==> config.mk <==
export PLATFORM = sky130hd
export DESIGN_NAME = pipelined_adder
export DESIGN_NICKNAME = d
export VERILOG_FILES = /design/src/rtl/nn_arith_pkg.sv /design/src/rtl/adder_chunk.sv /design/src/rtl/pipelined_adder.sv
export SDC_FILE = /design/constraint.sdc
export NUM_CORES = 1
export LEC_CHECK = 0
export ABC_AREA = 1
export ABC_CLOCK_PERIOD_IN_PS = 3550
export CAP_MARGIN = 15
export CORE_AREA = 2 2 134 136
export CTS_BUF_LIST = sky130_fd_sc_hd__clkbuf_4 sky130_fd_sc_hd__clkbuf_8
export CTS_CLUSTER_SIZE = 14
export DETAILED_ROUTE_END_ITERATION = 8
export DIE_AREA = 0 0 136 138
export PLACE_DENSITY = 0.55
export SYNTH_ARGS = -nofsm -noshare
export SYNTH_HDL_FRONTEND = slang
export SYNTH_SLANG_ARGS = --single-unit
==> constraint.sdc <==
create_clock -name clk -period 3.55 [get_ports clk]
set_input_delay 0.355 -clock clk [delete_from_list [all_inputs] [get_ports clk]]
set_output_delay 0.355 -clock clk [all_outputs]
set_load 0.05 [all_outputs]
Run 1, sizing map:
Scale: 2 px per µm.
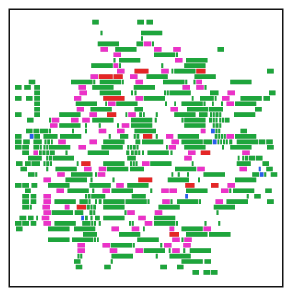
red -> _6 and larger  # cells 14, share 3.1%, most used clkbuf_8
blue -> _2 cells  # cells 7, share 1.5%, most used or2_2
green -> _0 and _1 cells  # cells 347, share 76%, most used edfxtp_1
magenta -> _3 and _4 cells  # cells 88, share 19%, most used nor2_4
Plain + repair buffers: 62
area grow syn2layout: 18.5%
final worst setup slack: 1.30 ns
cell area after layout: 6080 µm²

Run 1, cell outlines without signal wires:
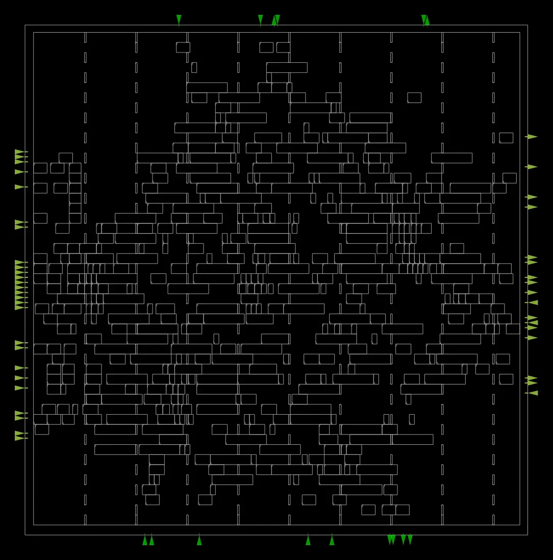
final std cells w/o fill: 685
Fillers: 1763
# Taps: 229

Run 1, wiring heat map:
Scale: 3 px per µm. 27 x 28 tiles, from dark purple (low) to yellow (high), scaled to the fullest tile. Values are wire area over tile area, all layers added.
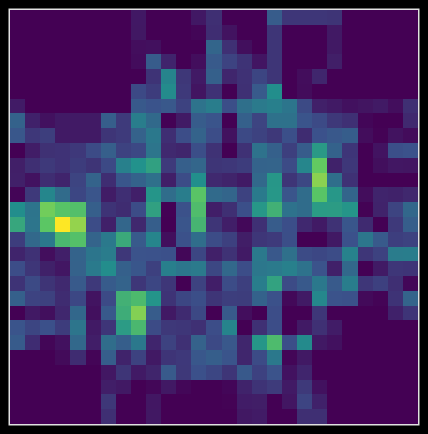
fullest tile = 0.37
tiles over half the peak = 5.2%
mean over tiles = 0.060
nearly empty tiles = 33%
wire per inst: 10.3 µm
aggregate global-route resource usage: 0.0860
via count: 2623
WL final: 7.05 mm

Run 1, power grid:
Scale: 3 px per µm. Pins as bars on the die edge.
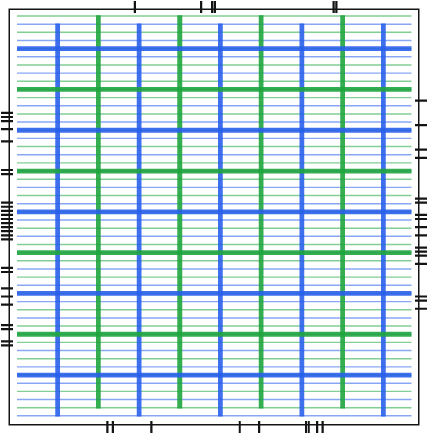
blue -> VSS
green -> VDD
met1 rails = 50
met5 straps = 9
met4 straps = 9
signal pins = 58
Worst IR Drop VDD: 155 µV
overall die width: 136 µm
Core ar.: 17500 µm²

==> changes_impl.md, run 1 <==
## Implementation

* Routed vias/inst at 3.83
* GRT Residual Overflow at 0
* Distinct lib cells at 21
* Post-CTS sizing at 0
* Synth flops at 97
* Multiplexer share at 0
* Data arrival time of the critical path at 2.38 ns
* Sequential-to-total area share from yosys stat at 0.566
* Adder Share, Synth at 0.0605
* Clk sinks at 97
* Clock Power Share at 0.283
* Initial antenna violation count at 0
* Slew margin rel. at 0.561
* Pint at 1.86 mW
* Placed insts at 669
* Min cycle time layout at 2.25 ns
* Mapped Avg Cell Area at 13.2 µm²
* Min-Delay Path Depth at 2
* Seq pwr share at 0.545
* Outcome: complete, no violations
* Async set-reset flop share out of synthesis at 0
* Hold Vio Cnt, Final at 0
* Pre-Repair DR Iteration Count at 6
* Core Util at FP at 0.293
* Share of cells above drive strength 1 at 0.239
* 1st-iter DRT viols at 125
* Top-level I/O count at 58
* Number of diodes at 0
* YS chip area at 5130 µm²
* Clk buf depth at 2
* CTS tree: built
* Postcts setup bufs at 0
* Nets at 509
* Power Total at 2.53 mW
* Pwr Density at 416 nW/µm²
* Final core utilization at 0.347
* TritonCTS Buffers at 9
* Post-DP HPWL at 4.92 mm
* Vias in the first global route at 2697
* Crit path DRT at 3.67 ns
run 1: metal layers:
| metal | GRT usage | share of wire |
|---|---|---|
| met1 | 0.111 | 0.46 |
| met2 | 0.132 | 0.47 |
| met5 | 0 | 0 |
| met3 | 0.0194 | 0.045 |
| met4 | 0.0510 | 0.030 |
run 1: area by class of cell:
type	count	share of cell area
clock buffers	9	0.0204
repair buffers	62	0.106
clock inverters	7	0.0117
multi-input cells	185	0.276
flip-flops and latches	97	0.478
inverters	96	0.0605
well taps	229	0.0471
run 1: cell usage after synthesis, types with 2 or more instances:
master / number / area share
a21oi_1: 11 / 0.011
nor3b_1: 4 / 0.0059
nor2_4: 81 / 0.18
inv_1: 94 / 0.069
inv_2: 2 / 0.0015
nand2_1: 20 / 0.015
nor2_1: 16 / 0.012
xnor2_1: 13 / 0.022
xor2_1: 3 / 0.0051
ha_1: 12 / 0.029
buf_4: 2 / 0.0029
nand3_1: 10 / 0.0098
edfxtp_1: 96 / 0.56
o21ai_0: 3 / 0.0029
fa_1: 8 / 0.031
or2_2: 3 / 0.0037
buf_12: 8 / 0.031
run 1: power groups by stage:
stage | sequential (mW) | clock [mW] | combinational [mW]
floorplan | 1.45 | 0 | 0.301
CTS | 1.38 | 0.752 | 0.443
global route | 1.39 | 0.791 | 0.480
finish | 1.38 | 0.715 | 0.435
detailed placement | 1.41 | 0 | 0.441
global placement | 1.41 | 0 | 0.432
run 1: critical path: stages:
cell and delay, ns:
clkdlybuf4s50_1 0.62, or2_2 0.41, fa_1 0.39, inv_1 0.09, fa_1 0.19, nor2_1 0.07, o21ai_0 0.16, a21oi_1 0.08
==> run 1 -> run 2 <==
--- a/config.mk
+++ b/config.mk
@@ -6,7 +6,7 @@
 export NUM_CORES = 1
 export LEC_CHECK = 0
 export ABC_AREA = 1
-export ABC_CLOCK_PERIOD_IN_PS = 3550
+export ABC_CLOCK_PERIOD_IN_PS = 2200
 export CAP_MARGIN = 15
 export CORE_AREA = 2 2 134 136
 export CTS_BUF_LIST = sky130_fd_sc_hd__clkbuf_4 sky130_fd_sc_hd__clkbuf_8
==> constraint.sdc (replaced) <==
create_clock -name clk -period 2.2 [get_ports clk]
set_input_delay 0.22 -clock clk [delete_from_list [all_inputs] [get_ports clk]]
set_output_delay 0.22 -clock clk [all_outputs]
set_load 0.05 [all_outputs]
Run 2, cell outlines without signal wires:
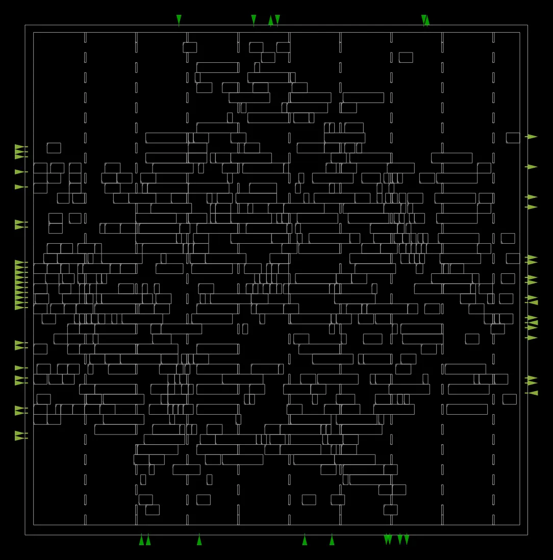
final core utilization: 0.354
Core Rows: 49

==> run 2 against run 1 <==
Against the previous run: worst setup slack worse by 1.0 ns; synthesized cell count unchanged; largest cell class unchanged; global-route usage down 0.053 points; highest routed layer unchanged; design area is 2.1% higher; worst hold slack gained 0.011 ns.
==> changes_impl.md, run 2 <==
## Implementation

* Final worst setup slack at 0.288 ns
* Hold Vio Cnt, Final at 0
* Distinct lib cells at 21
* Crit path DRT at 2.32 ns
* Slew margin rel. at 0.658
* Number of diodes at 0
* Wire per inst at 10.4 µm
* Outcome: complete, no violations
* Top-level I/O count at 58
* Pre-Repair DR Iteration Count at 4
* CTS tree: built
* Seq pwr share at 0.543
* Most frequent CP cell: fa_1
* H-tree depth at 3
* Pint at 3.05 mW
* Post-synth top area cell: edfxtp_1
* Synth area leaders: edfxtp_1, nor2_4, inv_1
* Clock Power Share at 0.279
* Aggregate global-route resource usage at 0.0855
* Area grow syn2layout at 21.0%
* Core ar. at 17500 µm²
* WL final at 7.22 mm
* Via count at 2599
* Nets at 517
* Clk buf depth at 2
* 1st-iter DRT viols at 147
* CP bufs+invs at 2
* Kind of cell with the highest combined delay on the critical path: adder cells
* Startpoint Class: primary input
* Synth flops at 97
* Top cells by count, synth: edfxtp_1, inv_1, nor2_4, nand2_1, nor2_1
* Crit path cell chain: clkdlybuf4s50_1 > or2_2 > fa_1 > inv_1 > fa_1 > nor2_1 > o21ai_0 > a21oi_1
* Data arrival time of the critical path at 2.03 ns
* Most instantiated library cell after synthesis: edfxtp_1
* GRT Residual Overflow at 0
* Post-DP HPWL at 5.37 mm
* YS chip area at 5130 µm²
* Slowest stage delay, CP at 0.47 ns
* Mapped Avg Cell Area at 13.2 µm²
* Share of cells above drive strength 1 at 0.252
* Sequential-to-total area share from yosys stat at 0.566
* Async set-reset flop share out of synthesis at 0
* Pwr Density at 660 nW/µm²
* Post-CTS sizing at 0
* Power Total at 4.10 mW
* TritonCTS Buffers at 9
* Worst IR Drop VDD at 280 µV
* Mapped cell area at 5130 µm²
* Clk sinks at 97
* Core Util at FP at 0.293
* Initial antenna violation count at 0
run 2: cell counts after synthesis:
No cell type changed its count.
run 2: final cells by class:
class	instances	area [µm²]
multi-input combinational	185	1680
clock inverter	1	7.51
inverter	96	368
sequential	97	2900
clock buffer	15	194
timing repair buffer	70	768
tap	229	287
fill	1716	11300
run 2: worst register-to-register path: cells and delay by family, from the launching register on:
kind / cells / cell delay [ns]
buffers and inverters: 2 / 0.16
adder cells (fa/ha/maj): 2 / 0.85
flip-flops: 1 / 0.35
AND/OR/NAND/NOR: 6 / 0.44
run 2: cells by family (layout without fill, tap and decap cells):
group,after synthesis,count (layout),synth area share
simple gates,135,135,0.225
fa+ha+maj,20,20,0.0605
flops,97,97,0.566
compound gates,14,14,0.0137
xor+xnor,16,16,0.0273
buf+inv,108,182,0.108
run 2: per-layer routing:
layer	track usage	wire length (µm)
met4	0.0471	160
met1	0.104	3260
met5	0	0
met3	0.0187	355
met2	0.140	3450
run 2: power groups by stage:
stage	clock, mW	sequential (mW)	combinational [mW]
5_1_grt	1.26	2.24	0.798
4_1_cts	1.19	2.23	0.738
3_3_place_gp	0	2.27	0.719
3_5_place_dp	0	2.27	0.736
2_1_floorplan	0	2.33	0.486
6_report	1.15	2.23	0.725
run 2: per-stage QoR:
stage / cells / setup TNS (ns)
2_1_floorplan: 390 / 0
3_3_place_gp: 677 / -0.00133
3_5_place_dp: 677 / -0.202
4_1_cts: 693 / 0
5_1_grt: 693 / 0
6_report: 693 / 0
Power figures rest on the tool's default switching activity, not on a simulated workload.
